### Sequential cells colored by netlist name

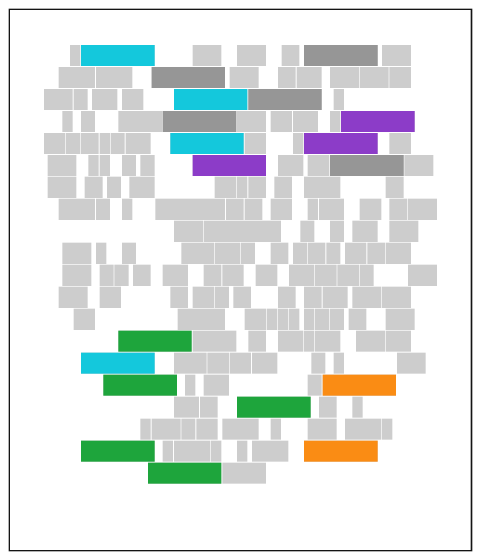
### Met3 routing

Bar = 20 um.
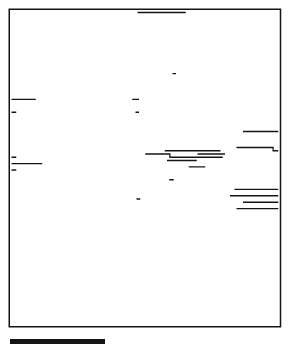
### Logic cells by family

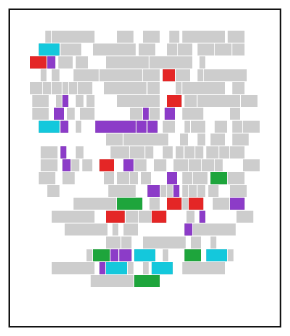
### Metal 2

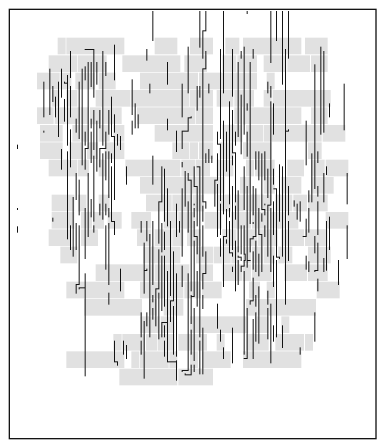
==> src/rtl/parking_pkg.sv <==
// Shared state encoding, LED decode table and sizing helper for the
// parking gate controller.
package parking_pkg;

   typedef enum logic [2:0] {
      IDLE    = 3'd0,
      WAIT_PW = 3'd1,
      WRONG   = 3'd2,
      GRANT   = 3'd3,
      STOP    = 3'd4,
      LOCKED  = 3'd5
   } state_t;

   typedef struct packed {
      logic gate_open;
      logic led_wait;
      logic led_alert;
      logic led_available;
      logic lockout;
   } led_t;

   localparam led_t LED_IDLE   = 5'b00000;
   localparam led_t LED_WAIT   = 5'b01000;
   localparam led_t LED_WRONG  = 5'b01100;
   localparam led_t LED_GRANT  = 5'b10010;
   localparam led_t LED_STOP   = 5'b01100;
   localparam led_t LED_LOCKED = 5'b00101;

   function automatic led_t led_decode(input state_t s);
      case (s)
         WAIT_PW: return LED_WAIT;
         WRONG:   return LED_WRONG;
         GRANT:   return LED_GRANT;
         STOP:    return LED_STOP;
         LOCKED:  return LED_LOCKED;
         default: return LED_IDLE;
      endcase
   endfunction

   function automatic int occ_width(input int cap);
      return $clog2(cap + 1);
   endfunction

endpackage

==> src/rtl/parking_occupancy_cnt.sv <==
// Saturating up/down car counter; full is registered from the next count
// so it lines up with occupancy.
module parking_occupancy_cnt import parking_pkg::*; #(
   parameter int CAPACITY = 8
) (
   input  logic                               clk,
   input  logic                               rst_n,
   input  logic                               inc,
   input  logic                               dec,
   output logic [occ_width(CAPACITY)-1:0]     occupancy,
   output logic                               full
);

   localparam int OW = occ_width(CAPACITY);
   localparam logic [OW-1:0] CAP = OW'(CAPACITY);

   logic [OW-1:0] occ_next;

   // A simultaneous arrival and departure cancel out.
   always_comb begin
      occ_next = occupancy;
      if (inc && !dec) begin
         if (occupancy < CAP) occ_next = occupancy + OW'(1);
      end else if (dec && !inc) begin
         if (occupancy != '0) occ_next = occupancy - OW'(1);
      end
   end

   always_ff @(posedge clk or negedge rst_n) begin
      if (!rst_n) begin
         occupancy <= '0;
         full      <= 1'b0;
      end else begin
         occupancy <= occ_next;
         full      <= (occ_next == CAP);
      end
   end

endmodule

==> src/rtl/parking_gate_ctrl.sv <==
// Car-park entry controller: password FSM with retry/lockout, timeout,
// tailgate detection and occupancy tracking.
module parking_gate_ctrl import parking_pkg::*; #(
   parameter int                  PW_WIDTH    = 4,
   parameter logic [PW_WIDTH-1:0] PASSWORD    = 4'b1011,
   parameter int                  MAX_TRIES   = 3,
   parameter int                  CAPACITY    = 8,
   parameter int                  TIMEOUT_CYC = 16,
   parameter int                  LOCK_CYC    = 32
) (
   input  logic                           clk,
   input  logic                           rst_n,
   input  logic                           sensor_entrance,
   input  logic                           sensor_exit,
   input  logic                           car_leave,
   input  logic                           pw_valid,
   input  logic [PW_WIDTH-1:0]            pw_data,
   output logic                           gate_open,
   output logic                           led_wait,
   output logic                           led_alert,
   output logic                           led_available,
   output logic                           led_full,
   output logic                           lockout,
   output logic [occ_width(CAPACITY)-1:0] occupancy
);

   localparam int TRY_W = $clog2(MAX_TRIES + 1);
   localparam int TMAX  = (TIMEOUT_CYC > LOCK_CYC) ? TIMEOUT_CYC : LOCK_CYC;
   localparam int TIM_W = $clog2(TMAX);
   localparam int OW    = occ_width(CAPACITY);
   localparam logic [TRY_W-1:0] TRY_LAST  = TRY_W'(MAX_TRIES);
   localparam logic [TIM_W-1:0] TO_LAST   = TIM_W'(TIMEOUT_CYC - 1);
   localparam logic [TIM_W-1:0] LOCK_LAST = TIM_W'(LOCK_CYC - 1);
   localparam logic [OW-1:0]    CAP       = OW'(CAPACITY);

   state_t           state, state_next;
   logic [TRY_W-1:0] tries, tries_next, tries_inc;
   logic [TIM_W-1:0] timer, timer_next;
   logic             pw_ok, has_room, occ_inc;
   led_t             leds;

   // One timer serves both the password timeout and the lockout period.
   always_comb begin
      state_next = state;
      tries_next = tries;
      timer_next = timer;
      occ_inc    = 1'b0;
      tries_inc  = tries + TRY_W'(1);
      pw_ok      = (pw_data == PASSWORD);
      has_room   = (occupancy < CAP);
      case (state)
         IDLE: begin
            if (sensor_entrance && has_room) begin
               state_next = WAIT_PW;
               tries_next = '0;
               timer_next = '0;
            end
         end
         WAIT_PW, WRONG: begin
            if (pw_valid) begin
               timer_next = '0;
               if (pw_ok) begin
                  state_next = GRANT;
               end else begin
                  tries_next = tries_inc;
                  state_next = (tries_inc == TRY_LAST) ? LOCKED : WRONG;
               end
            end else if (timer == TO_LAST) begin
               state_next = IDLE;
            end else begin
               timer_next = timer + TIM_W'(1);
            end
         end
         GRANT: begin
            if (sensor_exit) begin
               occ_inc    = 1'b1;
               state_next = sensor_entrance ? STOP : IDLE;
            end
         end
         STOP: begin
            if (pw_valid) begin
               if (pw_ok) begin
                  state_next = has_room ? GRANT : IDLE;
               end else begin
                  tries_next = tries_inc;
                  if (tries_inc == TRY_LAST) begin
                     state_next = LOCKED;
                     timer_next = '0;
                  end
               end
            end else if (!sensor_entrance) begin
               state_next = IDLE;
            end
         end
         LOCKED: begin
            if (timer == LOCK_LAST) begin
               state_next = IDLE;
               tries_next = '0;
            end else begin
               timer_next = timer + TIM_W'(1);
            end
         end
         default: state_next = IDLE;
      endcase
   end

   // Outputs decode next_state so they change on the same edge as the state.
   always_ff @(posedge clk or negedge rst_n) begin
      if (!rst_n) begin
         state <= IDLE;
         tries <= '0;
         timer <= '0;
         leds  <= LED_IDLE;
      end else begin
         state <= state_next;
         tries <= tries_next;
         timer <= timer_next;
         leds  <= led_decode(state_next);
      end
   end

   assign gate_open     = leds.gate_open;
   assign led_wait      = leds.led_wait;
   assign led_alert     = leds.led_alert;
   assign led_available = leds.led_available;
   assign lockout       = leds.lockout;

   parking_occupancy_cnt #(
      .CAPACITY (CAPACITY)
   ) u_occ (
      .clk       (clk),
      .rst_n     (rst_n),
      .inc       (occ_inc),
      .dec       (car_leave),
      .occupancy (occupancy),
      .full      (led_full)
   );

endmodule

==> config.mk <==
export PLATFORM = sky130hd
export DESIGN_NAME = parking_gate_ctrl
export DESIGN_NICKNAME = d
export VERILOG_FILES = /design/src/rtl/parking_pkg.sv /design/src/rtl/parking_occupancy_cnt.sv /design/src/rtl/parking_gate_ctrl.sv
export SDC_FILE = /design/constraint.sdc
export NUM_CORES = 1
export LEC_CHECK = 0
export CAP_MARGIN = 20
export CORE_ASPECT_RATIO = 1.2
export CORE_MARGIN = 4
export CORE_UTILIZATION = 50
export DETAILED_ROUTE_END_ITERATION = 10
export PLACE_DENSITY = 0.75
export SYNTH_ARGS = -nofsm -noshare
export SYNTH_HDL_FRONTEND = slang
export SYNTH_SLANG_ARGS = --single-unit
==> constraint.sdc <==
create_clock -name clk -period 2.4 [get_ports clk]
set_clock_uncertainty 0.15 [all_clocks]
set_input_delay 0.24 -clock clk [delete_from_list [all_inputs] [get_ports clk]]
set_output_delay 0.24 -clock clk [all_outputs]
set_load 0.02 [all_outputs]
==> notes.md <==
Physical design

After detailed placement, the total cell area comes to between 0.0015 and 0.002 mm2. The post-route setup TNS stands at 0 ns. The power report attributes to the clock group a share of 0.085. STA classifies the critical path endpoint as a flop. The fraction of layout instances using a drive strength above 1 stands at 0.116. The number of global-route vias before repair was 1220.

The internal power of the cells stands at 0.00104 W. Clock latency on the worst-skew pair, taken at its later pin, is just under 0.3 ns. By area, the combinational part of the netlist is dominated by AND-OR/OR-AND gates. Per the STA report, the cell with the highest stage delay on the worst path is sky130_fd_sc_hd__dfrtp_1. The shortest period the worst path allows stands at 2.27 ns. The number of maximum-capacitance constraint violations stands at 0.

The first global-routing pass estimated 5470 um of wire. The area added between synthesis and finish stands at 17.2%. The final design area excluding fillers stands at 0.00169 mm2. Per the synthesis report, the number of distinct cell types is around 55. Setup repair after global routing left no endpoint under its margin. The headroom to the max-slew limit stands at 0.674. After synthesis, the design contains roughly 150 cells according to Yosys.

Of the post-synthesis cell area, the dominant cell type holds 0.330. At the pin with the least slew margin, the transition time is between 0.4 and 0.5 ns. The count of warnings emitted by yosys stands at 0.

The routed via count divided by cell count stands at 6.12. The starting DRC count in detailed routing stands at 55. The flow ran to the end, and the final reports show no timing, DRC or antenna violations.

The root buffer cell chosen for the clock tree is sky130_fd_sc_hd__clkbuf_4. The share of cell area taken by muxes after synthesis stands at 0.0416. The sequential cell fraction of total power stands at 0.299. The OpenROAD warning count stands at 28.

The number of antenna violations at the first check in global routing stands at 0. TritonCTS built the clock tree. Post-synthesis, Yosys gives the total cell area as 0.00144 mm2. The switching power total stands at 0.000854 W. The worst setup path is launched from a flop.

The required time at the endpoint of the critical path stands at 2.44 ns. Per STA, the worst path accumulates the most delay in the family AND-OR/OR-AND gates. The number of antenna cells inserted stands at 0. Per the synthesis report, the XOR/XNOR share of the synthesized area is 0.00607. The sequential cell area stands at between 400 and 500 um2.

The number of synthesized flops with an enable pin stands at 0. The final report gives the core utilization as 0.607. The script computed the net switching share of total power as 0.451. The stage delay of the slowest cell on the critical path stands at 0.41 ns. In the global route stage, overall resource usage came out at 0.180. Buffers placed on the I/O ports in this run total 19. The final hold violation count recorded for this run is 0. The CTS buffer count stands at 3. The post-synthesis cell count stands at 152. Yosys instantiated no cell more often than sky130_fd_sc_hd__dfrtp_1.

Per the OpenROAD timing report, the critical path contains 8 cells. The cell-mix breakdown from Yosys lists the adder-cell area share as 0.0520. In this run the power density over the cells is 1120 mW/mm2. The logic area stands at between 800 and 900 um2.

The post-synth net total stands at 168. Of the total synthesized cell area, the portion taken by AND-OR and OR-AND cells is 0.247. The async set-or-reset flop fraction in the synthesized netlist stands at 1.00. The total congestion overflow stands at 0.

The routed design shows a wire length per standard cell of roughly 15 um. The number of levels in the clock H-tree stands at 1. According to the finish report, the design has a final net count of 190. The most used flip-flop cell after synthesis is sky130_fd_sc_hd__dfrtp_1. Gates resized during post-CTS repair numbered 0. Checking hold timing, the worst path is listed with class in -> async.

The tightest hold path in the finished design has a slack of between 0.1 and 0.15 ns. Entering global routing, the biggest net connects 20 pins. Looking at area per cell type in the netlist, the leader is sky130_fd_sc_hd__dfrtp_1.

Yosys reports that the most numerous cell types are sky130_fd_sc_hd__dfrtp_1 (19), sky130_fd_sc_hd__inv_1 (12), sky130_fd_sc_hd__nor2_1 (8), sky130_fd_sc_hd__nor2b_1 (8). The I/O pin count stands at 20. The maximum net fanout on the critical path stands at 4.

The total core area stands at 0.00279 mm2. Ranking logic cells in the layout by count gives the top entries sky130_fd_sc_hd__dfrtp_1 (19), sky130_fd_sc_hd__clkdlybuf4s50_1 (19), sky130_fd_sc_hd__inv_1 (12). Per the OpenROAD floorplan log, the area of the die is 0.00381 mm2.

The synthesis report lists the most area-consuming cells as sky130_fd_sc_hd__dfrtp_1 (33%), sky130_fd_sc_hd__ha_1 (5.2%), sky130_fd_sc_hd__nor2b_1 (3.5%). The initialized floorplan defines 21 standard-cell rows. The maximum frequency from static timing analysis stands at 440 MHz. The highest supply drop recorded on VDD is 648 uV. The remaining routing DRC violations stands at 0. From the final report, the count of setup violators was given as 0.
Back to the opening pictures, 'Sequential cells colored by netlist name':
color	netlist name	placed flops
purple	state	3
cyan	u_occ.occupancy	4
orange	tries	2
green	timer	5
not colored	5

Back to the opening pictures, 'Met3 routing':
nets with wire on the layer	19
main direction	horizontal
longest straight run	11.5 um

Back to the opening pictures, 'Logic cells by family':
color	family	cells
purple	nand cells	21
cyan	fa/ha/maj cells	6
red	non-inverting ao/oa cells	8
green	mux cells	5

Back to the opening pictures, 'Metal 2':
main direction	vertical
longest straight run	39.8 um
overall via count from detail_route: 1267
overall routed net length: 3170 um
met2 track demand over resource: 0.299

metrics by stage:
stage | cells | worst slack, ns
2_1_floorplan | 152 | 0.324
3_3_place_gp | 203 | 0.169
5_1_grt | 207 | 0.0198
6_report | 207 | 0.127
4_1_cts | 207 | 0.120
3_5_place_dp | 203 | 0.145
power groups by stage:
stage | Clock [W] | Combinational [W] | Sequential [W]
after floorplan | 0 | 0.000864 | 0.000560
after global placement | 0 | 0.00112 | 0.000560
after detailed placement | 0 | 0.00116 | 0.000565
after CTS | 0.000167 | 0.00117 | 0.000561
after global routing | 0.000182 | 0.00127 | 0.000585
final | 0.000161 | 0.00116 | 0.000566
layout make-up:
type / instances / area share
inverters: 12 / 0.0266
well taps: 34 / 0.0252
repair buffers: 27 / 0.148
multi-input cells: 111 / 0.503
clock inverters: 1 / 0.00296
flip-flops and latches: 19 / 0.281
clock buffers: 3 / 0.0133
registers in the layout, indices dropped and copies added (netlist names):
signal / cells
timer: 5
u_occ.occupancy: 4
state: 3
tries: 2
gate_open: 1
led_alert: 1
led_wait: 1
lockout: 1
u_occ.full: 1
path summary, 6_finish.rpt:
kind / startpoint / end / slack [ns]
hold / removal: rst_n / led_wait / 0.11
max in group asynchronous: rst_n / timer[3] / 1.79
setup / recovery: timer[0] / led_wait / 0.13
min in group clk: tries[0] / tries[0] / 0.34
setup reg to reg: timer[0] / led_wait / 0.13
hold reg to reg: tries[0] / tries[0] / 0.34
routing by layer:
metal	vias to the layer above	global-route usage	wire, um
li1	612	-	-
met1	620	0.237	1390
met2	29	0.299	1600
met3	6	0.0271	119
met4	0	0.0667	59
met5	-	0	0
Power is estimated from default activity; no workload was simulated.
